==> config.mk <==
export PLATFORM = sky130hd
export DESIGN_NAME = scan_decoder
export DESIGN_NICKNAME = d
export VERILOG_FILES = /design/src/rtl/scan_decoder_pkg.sv /design/src/rtl/scan_decoder_onehot_dec.sv /design/src/rtl/scan_decoder.sv
export SDC_FILE = /design/constraint.sdc
export NUM_CORES = 1
export LEC_CHECK = 0
export CORE_MARGIN = 2
export CORE_UTILIZATION = 44
export DETAILED_ROUTE_END_ITERATION = 10
export GPL_ROUTABILITY_DRIVEN = 0
export PLACE_DENSITY = 0.84
export SYNTH_ARGS = -nofsm -noshare
export SYNTH_HDL_FRONTEND = slang
export SYNTH_HIERARCHICAL = 1
export SYNTH_SLANG_ARGS = --single-unit
==> constraint.sdc <==
create_clock -name i_clk_sys -period 2.6 [get_ports i_clk_sys]
set_clock_uncertainty 0.2 [all_clocks]
set_input_delay 0.52 -clock i_clk_sys [delete_from_list [all_inputs] [get_ports i_clk_sys]]
set_output_delay 0.52 -clock i_clk_sys [all_outputs]
set_load 0.05 [all_outputs]
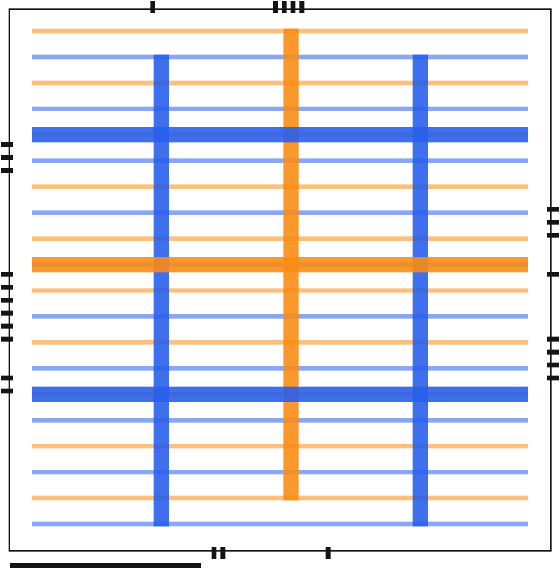
(images/floorplan.png)
The bar under the picture is 20 µm long. Pins as bars on the die edge.
legend:
  VSS:
    color: blue
  VDD:
    color: orange
met1 rails: 20
met5 straps: 3
rows: 19
die height: 56.6 µm
core area: 2690 µm²
DIE WIDTH: 56.6 µm
VDD IR max: 374 µV

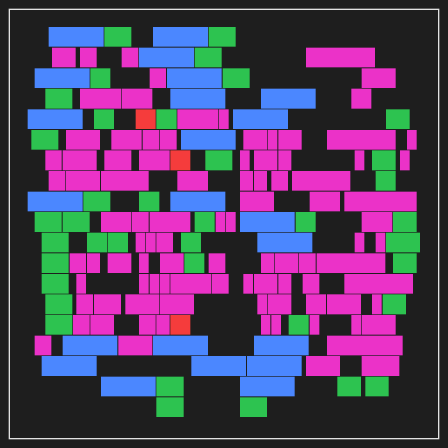
(images/class_map.png)
legend:
  remaining logic cells:
    color: magenta
    cells: 95
  sequential cells:
    color: blue
    cells: 22
  remaining buffers and delay cells:
    color: green
    cells: 38
  clock-net drivers:
    color: red
    cells: 3
final core utilization: 63.1%
post-route cell area: 1700 µm²
num rows: 19
flop share of the area: 26.0%

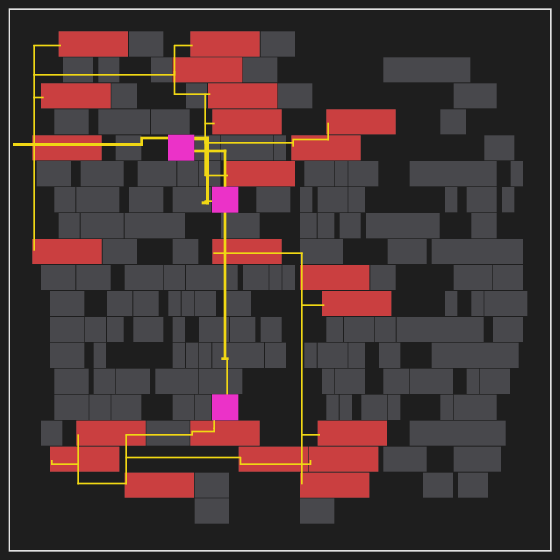
(images/clock_wires.png)
legend:
  clock wires:
    color: yellow
    length: 232 µm
  clock-net drivers:
    color: magenta
    count: 3
  flip-flops:
    color: red
    count: 22
routed clock nets: 4
clock network fraction of total power: 24.5%
Clock net power: 146 µW

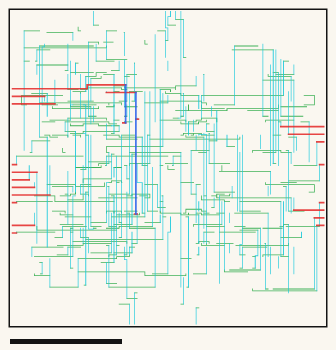
(images/layers.png)
The bar under the picture is 20 µm long.
legend:
  M3:
    color: red
    wire_length: 89.2 µm
  M2:
    color: cyan
    wire_length: 1280 µm
  M1:
    color: green
    wire_length: 1020 µm
  M4:
    color: blue
    wire_length: 28.6 µm
drt total wl: 2410 µm
via count: 937
GRT Overall Usage: 17.0%

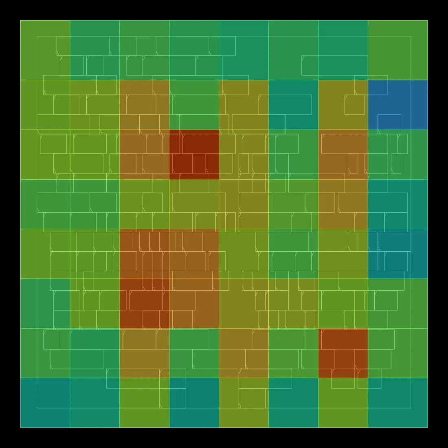
(images/congestion_map.png)
drt wl/cell: 12.8 µm
grt peak-use layer: met2
met1 usage: 20.1%
met2 Track Usage GR: 30.7%
GR Util met3: 3.46%

==> flow_summary.toml <==
# flow metrics
[run_status]
outcome = "finished clean"

[hold_path]
hp-class = "reg -> reg"

[final_layout]
drive_above_1_share_pct = 30.4
final_net_count = 186
inv_count = 10
dominant_cells = "combinational gates"
lay_top_cells = "dfxtp_1, clkdlybuf4s50_1, buf_4"
seq_cell_count = 22
logic_area_um2 = 812
logic_gate_count = 85
antennaDiodeCount = 0
finalNonFillerCells = 189
num-clock-buffers = 3

[synth]
edf_count = 0
topCombFamilyByArea = "simple AND/OR/NAND/NOR gates"
ys_area_um2 = 1220
yosys_cells = 121
top_cells_by_area = "dfxtp_1, ha_1, and2_1"
synthArstFlopShare_pct = 0
avgSynthCellArea_um2 = 10.1
synth_flops = 22
synth.yosys.seq_area_share_pct = 36.2
fa_ha_area_share_pct = 11.3
yosys_warnings = 6
largest_area_cell = "dfxtp_1"
xor_share_pct = 4.32
netlist_instances = 121

[power_and_ir_drop]
maxPowerGroup = "sequential cells"
p_int_uw = 449
swShare_pct = 24.5
pwr-share-comb_pct = 17.4
p_comb_uw = 103

[clocking]
clk_pin_slew_ps = 110
cts.htree.levels = 1
post_cts_buffers = 3
clock_sinks = 22
cts-root-buf = "clkbuf_4"
worst_skew_pair.late_latency_ps = 300
postCtsHoldBufs = 0

[critical_path]
required_ps = 2610
critical_path_class = "in -> reg"
arrival_ps = 2520
slowest_stage = "o31ai_4"
cp-start-kind = "input pin"
path_buffers = 2

[sta]
fmaxAchievable_ghz = 0.398
holdWs_ps = 341
finalHoldViolCount = 0
finalSetupViolations = 0
min_period_ps = 2510
maxSlewHeadroom_pct = 66.0

[drt]
drtPass1Iterations = 4
drtAntennaViolNets = 0
via_per_inst = 4.96
first_iter_violations = 14
wl_met1_um = 1020
route.met2.wl_um = 1280

[placed_design]
io_buffers = 26
dpl_cell_area_um2 = 1580
dp_slack_ps = -583

[global_route]
grt_max_degree = 12
grt-ovfl-total = 0

[run]
drv_cap = 0

[die]
tapCellCount = 31
fp-utilization_pct = 45.3
No activity file was given, so power comes from the tool's default toggle rates.
